<file path="src/rtl/apb_master_bridge.sv">
// -----------------------------------------------------------------------------
// apb_master_bridge
//  Single-outstanding APB3 requester. Takes read/write commands on a
//  valid/ready port, runs them on APB (SETUP then ACCESS) and returns read
//  data and error status on a valid/ready response port.
//
//  Optional feature macro: APB_MASTER_TIMEOUT_EN
//    When defined, an ACCESS phase that sees PREADY=0 for TIMEOUT_CYCLES
//    edges is terminated as an error completion (rsp_err=1, rsp_rdata=0).
//
//  Ports
//   PCLK, PRESET          clock, synchronous active-high reset
//   cmd_valid/cmd_ready   command handshake (cmd_ready high only in IDLE)
//   cmd_write/addr/wdata  command payload, sampled at the accept edge
//   rsp_valid/rsp_ready   response handshake, response held until accepted
//   rsp_rdata/rsp_err     read data (0 for writes) and completion error
//   PSEL..PWDATA          APB requester outputs (all registered)
//   PRDATA/PREADY/PSLVERR APB completer inputs
// -----------------------------------------------------------------------------
module apb_master_bridge #(
   parameter int unsigned ADDR_WIDTH     = 32,
   parameter int unsigned DATA_WIDTH     = 32,
   parameter int unsigned TIMEOUT_CYCLES = 16
) (
   input  logic                  PCLK,
   input  logic                  PRESET,
   input  logic                  cmd_valid,
   output logic                  cmd_ready,
   input  logic                  cmd_write,
   input  logic [ADDR_WIDTH-1:0] cmd_addr,
   input  logic [DATA_WIDTH-1:0] cmd_wdata,
   output logic                  rsp_valid,
   input  logic                  rsp_ready,
   output logic [DATA_WIDTH-1:0] rsp_rdata,
   output logic                  rsp_err,
   output logic                  PSEL,
   output logic                  PENABLE,
   output logic                  PWRITE,
   output logic [ADDR_WIDTH-1:0] PADDR,
   output logic [DATA_WIDTH-1:0] PWDATA,
   input  logic [DATA_WIDTH-1:0] PRDATA,
   input  logic                  PREADY,
   input  logic                  PSLVERR
);

   typedef enum logic [1:0] {
      IDLE   = 2'd0,
      SETUP  = 2'd1,
      ACCESS = 2'd2,
      RESP   = 2'd3
   } state_t;

   state_t                  state, state_nx;
   logic                    psel_nx, penable_nx, pwrite_nx;
   logic [ADDR_WIDTH-1:0]   paddr_nx;
   logic [DATA_WIDTH-1:0]   pwdata_nx;
   logic                    rsp_valid_nx, rsp_err_nx;
   logic [DATA_WIDTH-1:0]   rsp_rdata_nx;

`ifdef APB_MASTER_TIMEOUT_EN
   localparam int unsigned CNT_W = $clog2(TIMEOUT_CYCLES + 1);
   // Count value on the edge that would make the wait reach TIMEOUT_CYCLES.
   localparam logic [CNT_W-1:0] CNT_LAST = CNT_W'(TIMEOUT_CYCLES - 1);

   logic [CNT_W-1:0] tmo_cnt, tmo_cnt_nx;
`else
   // TIMEOUT_CYCLES only matters when the timeout feature is built in.
   if (TIMEOUT_CYCLES == 0) begin : g_tmo_unused
   end
`endif

   // Only combinational output: commands are accepted exactly in IDLE.
   assign cmd_ready = (state == IDLE);

   // Next-state and next-output logic; every register holds by default.
   always_comb begin
      state_nx     = state;
      psel_nx      = PSEL;
      penable_nx   = PENABLE;
      pwrite_nx    = PWRITE;
      paddr_nx     = PADDR;
      pwdata_nx    = PWDATA;
      rsp_valid_nx = rsp_valid;
      rsp_rdata_nx = rsp_rdata;
      rsp_err_nx   = rsp_err;
`ifdef APB_MASTER_TIMEOUT_EN
      tmo_cnt_nx   = tmo_cnt;
`endif

      unique case (state)
         IDLE: begin
            if (cmd_valid) begin
               paddr_nx   = cmd_addr;
               pwrite_nx  = cmd_write;
               pwdata_nx  = cmd_write ? cmd_wdata : '0;
               psel_nx    = 1'b1;
               penable_nx = 1'b0;
               state_nx   = SETUP;
            end
         end

         SETUP: begin
            penable_nx = 1'b1;
            state_nx   = ACCESS;
`ifdef APB_MASTER_TIMEOUT_EN
            tmo_cnt_nx = '0;
`endif
         end

         ACCESS: begin
            if (PREADY) begin
               rsp_rdata_nx = PWRITE ? '0 : PRDATA;
               rsp_err_nx   = PSLVERR;
               rsp_valid_nx = 1'b1;
               psel_nx      = 1'b0;
               penable_nx   = 1'b0;
               state_nx     = RESP;
            end
`ifdef APB_MASTER_TIMEOUT_EN
            else if (tmo_cnt == CNT_LAST) begin
               // Completer never answered: finish as an error completion.
               rsp_rdata_nx = '0;
               rsp_err_nx   = 1'b1;
               rsp_valid_nx = 1'b1;
               psel_nx      = 1'b0;
               penable_nx   = 1'b0;
               tmo_cnt_nx   = tmo_cnt + CNT_W'(1);
               state_nx     = RESP;
            end else begin
               tmo_cnt_nx = tmo_cnt + CNT_W'(1);
            end
`endif
         end

         RESP: begin
            if (rsp_ready) begin
               rsp_valid_nx = 1'b0;
               state_nx     = IDLE;
            end
         end

         default: state_nx = IDLE;
      endcase
   end

   // State and output registers; reset abandons any transfer in flight.
   always_ff @(posedge PCLK) begin
      if (PRESET) begin
         state     <= IDLE;
         PSEL      <= 1'b0;
         PENABLE   <= 1'b0;
         PWRITE    <= 1'b0;
         PADDR     <= '0;
         PWDATA    <= '0;
         rsp_valid <= 1'b0;
         rsp_rdata <= '0;
         rsp_err   <= 1'b0;
`ifdef APB_MASTER_TIMEOUT_EN
         tmo_cnt   <= '0;
`endif
      end else begin
         state     <= state_nx;
         PSEL      <= psel_nx;
         PENABLE   <= penable_nx;
         PWRITE    <= pwrite_nx;
         PADDR     <= paddr_nx;
         PWDATA    <= pwdata_nx;
         rsp_valid <= rsp_valid_nx;
         rsp_rdata <= rsp_rdata_nx;
         rsp_err   <= rsp_err_nx;
`ifdef APB_MASTER_TIMEOUT_EN
         tmo_cnt   <= tmo_cnt_nx;
`endif
      end
   end

endmodule

</file>
<file path="config.mk">
export PLATFORM = sky130hd
export DESIGN_NAME = apb_master_bridge
export DESIGN_NICKNAME = d
export VERILOG_FILES = /design/src/rtl/apb_master_bridge.sv
export SDC_FILE = /design/constraint.sdc
export NUM_CORES = 1
export LEC_CHECK = 0
export CORE_UTILIZATION = 62
export DETAILED_ROUTE_END_ITERATION = 7
export DONT_BUFFER_PORTS = 1
export GPL_ROUTABILITY_DRIVEN = 1
export PLACE_DENSITY = 0.78
export SLEW_MARGIN = 20
export SYNTH_ARGS = -nofsm -noshare
export SYNTH_HDL_FRONTEND = slang
export SYNTH_SLANG_ARGS = --single-unit
</file>
<file path="constraint.sdc">
create_clock -name PCLK -period 2 [get_ports PCLK]
set_input_delay 0.4 -clock PCLK [delete_from_list [all_inputs] [get_ports PCLK]]
set_output_delay 0.4 -clock PCLK [all_outputs]
set_load 0.02 [all_outputs]
</file>
Fig. 1: cells by drive strength
Scale bar: 20 µm.
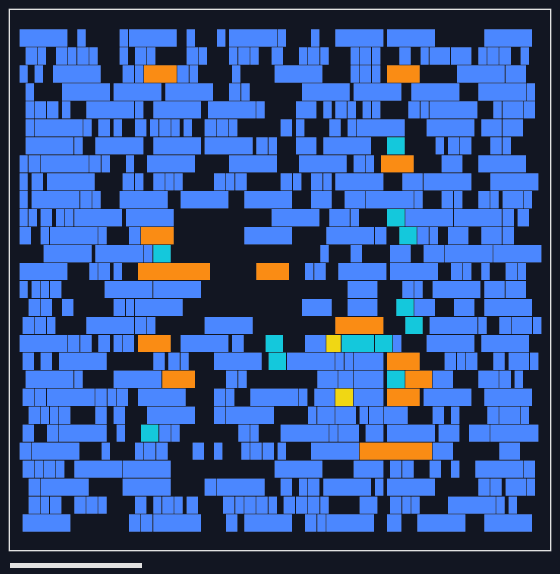
[x2] yellow | cells: 2 | share: 0.44%
[x1 and smaller] blue | cells: 430 | share: 94%
[x6 and larger] orange | cells: 13 | share: 2.8%
[x3 and x4] cyan | cells: 12 | share: 2.6%
worst setup margin: 326 ps
count of buffers not belonging to the clock network in the layout: 9

Fig. 2: I/O pins on the die edge
Pins as bars across the die edge, other pins in gray.
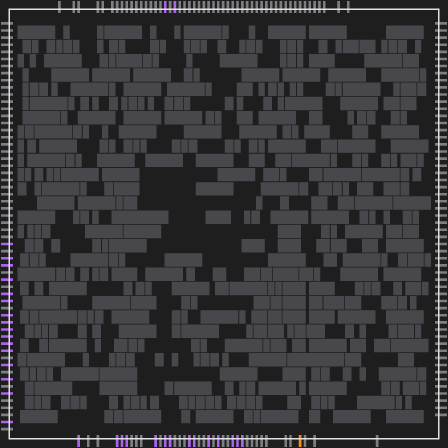
[cmd_ready] orange | pins: 1 | direction: output | edge: bottom
[cmd_wdata] purple | pins: 32 | direction: input | edge: 16 left, 14 bottom, 2 top
all pins by edge: 58 left, 56 right, 52 top, 39 bottom
die width: 81.8 µm
Die Y-Extent: 81.8 µm
number of port buffers: 0

Fig. 3: routed clock nets over the placement
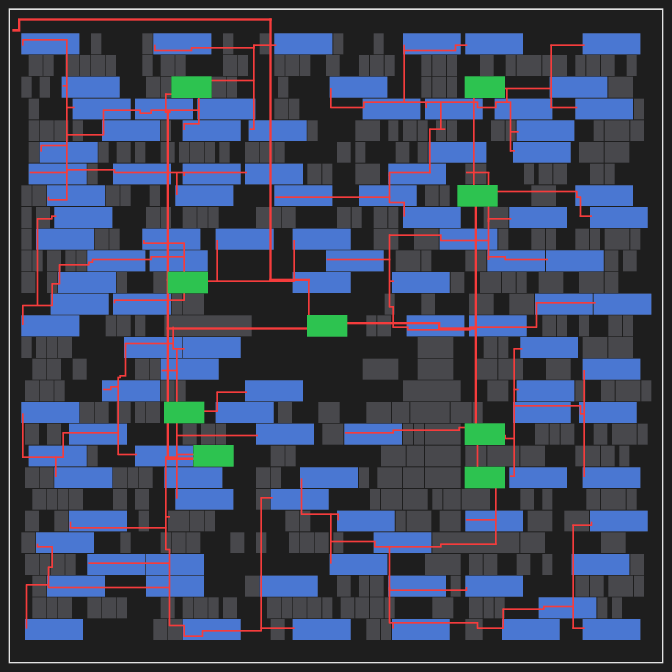
[clock wires] red | length: 1,050 µm
[flip-flops] blue | count: 103
[clock-net drivers] green | count: 9
routed clock nets: 10
flops lie: all over the die
worst clock skew: 10.9 ps
part of the total power dissipated in the clock network: 25.8%
clock network latency to the later pin of the worst-skew pair: 360 ps
power dissipated in the clock network: 1.42 mW

Fig. 4: the clock network
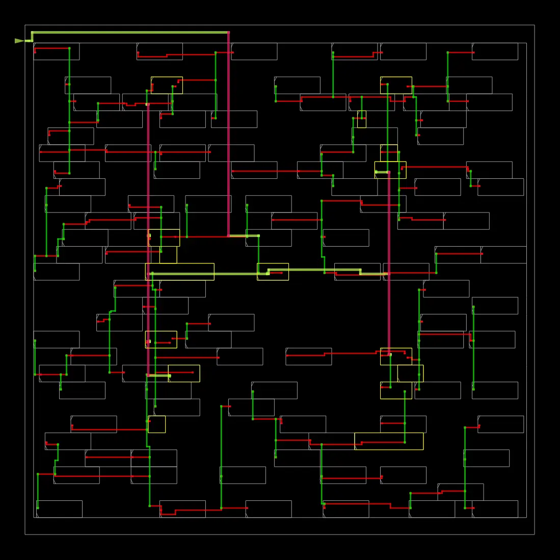
number of sinks on the clock net: 103
number of buffers created by CTS: 9

## registers in the layout, summed over array words and instances, names as in the netlist
signal / count
PADDR: 32
PENABLE: 1
PSEL: 1
PWDATA: 32
PWRITE: 1
rsp_err: 1
rsp_rdata: 32
rsp_valid: 1
state: 2
## worst register-to-register path, stage by stage, from the launching register on
cell,delay [ps]
dfxtp_1,430
inv_1,130
ha_1,260
nor2b_1,200
or4_1,520
nand2_1,80
## routing by layer
layer | routed length [µm] | part of all wire [%] | global-route usage (%) | up-vias
li1 | - | - | - | 1564
met1 | 3550 | 38 | 30.1 | 1463
met2 | 4620 | 49 | 43.5 | 175
met3 | 1080 | 11 | 10.6 | 18
met4 | 182 | 1.9 | 13.3 | 0
met5 | 0 | 0 | 0 | -
## layout by cell type (no fill, tap or decap), types with 2 or more instances in the layout
| cell type | synthesis | routed |
|---|---|---|
| bufinv_16 | 0 | 2 |
| nor2b_1 | 2 | 2 |
| nand4b_1 | 32 | 32 |
| nand3_1 | 33 | 33 |
| inv_1 | 4 | 4 |
| dfxtp_1 | 103 | 103 |
| buf_4 | 4 | 8 |
| clkbuf_8 | 0 | 9 |
| a21oi_1 | 100 | 100 |
| o311ai_0 | 2 | 2 |
| ha_1 | 7 | 7 |
| nand2_1 | 138 | 137 |
| o41ai_1 | 2 | 2 |
| clkinvlp_4 | 0 | 3 |
## how the worst max path moves through the flow
stage                                        to             startpoint
after detailed placement  state[0]$_SDFFE_PP0P_  state[0]$_SDFFE_PP0P_
after CTS                             cmd_ready  state[0]$_SDFFE_PP0P_
final                     state[0]$_SDFFE_PP0P_  state[0]$_SDFFE_PP0P_
after global placement    state[0]$_SDFFE_PP0P_  state[0]$_SDFFE_PP0P_
after global routing       PENABLE$_SDFFE_PP0P_  state[0]$_SDFFE_PP0P_
after floorplan           state[0]$_SDFFE_PP0P_  state[0]$_SDFFE_PP0P_
## power by group through the flow
stage	combinational (mW)	sequential, mW	clock (mW)
6_report	1.19	2.90	1.42
3_5_place_dp	1.17	2.95	0
2_1_floorplan	1.01	2.88	0
5_1_grt	1.32	2.94	1.52
4_1_cts	1.18	2.90	1.44
3_3_place_gp	1.12	2.93	0
## cells by family (layout without fill, tap and decap cells)
family / Yosys count / count (layout) / synth area share (%)
adders and majority gates: 7 / 7 / 2.22
DFF: 103 / 103 / 52.3
muxes: 1 / 1 / 0.254
AOI/OAI and AO/OA: 108 / 108 / 14.3
buffers and inverters: 47 / 29 / 5.36
and+or+nand+nor: 209 / 209 / 25.6
## metrics by stage
step,power [mW],setup WS [ps],util (%),cells
CTS,5.51,334,68.8,532
finish,5.51,326,68.8,532
detailed placement,4.12,355,65.2,516
floorplan,3.89,467,-,475
global placement,4.06,457,65.2,516
global route,5.78,132,68.8,532
## final cells by class
cell class / instances / area (µm²) / share of cell area (%)
Multi-Input combinational cell: 325 / 1680 / 40.4
Tap cell: 75 / 93.8 / 2.26
Clock inverter: 6 / 93.8 / 2.26
Timing Repair Buffer: 9 / 80.1 / 1.93
Sequential cell: 103 / 2060 / 49.7
Clock buffer: 10 / 128 / 3.08
Inverter: 4 / 15.0 / 0.362
==> metrics.log <==
[flow] summary of implementation run
INFO  metric run_status = finished, final reports clean
INFO  metric synthesis.instances = 475
INFO  metric totalNegativeSetupSlack = 0 ps
INFO  metric worstReg2RegEnd = state[0]$_SDFFE_PP0P_
INFO  metric tritoncts_clock_tree = built
INFO  metric cp_max_fo = 6
INFO  metric initial_antenna_violation_count = 0
INFO  metric end_kind = flip-flop
INFO  metric nFillCells = 524
INFO  metric regToRegStartpoint = state[0]$_SDFFE_PP0P_
INFO  metric combPwrFrac = 21.6%
INFO  metric number_of_warnings_the_tools_reported = 34
INFO  metric ctsRootBufferMaster = clkbuf_8
INFO  metric top_level_ports = 205
INFO  metric areaGrowthSynthToFinish = 5.14%
INFO  metric floorplanUtilization = roughly 65%
INFO  metric report.final.setup_viol = 0
INFO  metric synthesized_area_per_cell = 8.31 µm²
INFO  metric synth_largest_type_area_fraction = 52.3%
INFO  metric drt_wl_cell = 17.7 µm
INFO  metric vdd_ir_drop_max = 0.792 mV
INFO  metric drt-initial-drc-count = 212
INFO  metric tightestPinTransition = 391 ps
INFO  metric postPlaceCellArea = 0.00393 mm²
INFO  metric crit_type = reg -> reg
INFO  metric grt_first_pass_wirelength = between 10,000 and 15,000 µm
INFO  metric first_global_vias = approximately 2,900
INFO  metric postSynth.asyncResetShare = 0%
INFO  metric ys_top_cells_by_area = dfxtp_1 (52%), nand2_1 (13%), a21oi_1 (13%)
INFO  metric syn_area = 0.00395 mm²
INFO  metric ys_dominant_reg_cell = dfxtp_1
INFO  metric unrepaired_setup_endpoints_after_global_routing = no
INFO  metric fmax = 597 MHz
INFO  metric rows = 28
INFO  metric common_cells = nand2_1 (138), dfxtp_1 (103), a21oi_1 (100)
INFO  metric holdPathEnd = rsp_valid$_SDFFE_PP0P_
No activity file was given, so power comes from the tool's default toggle rates.
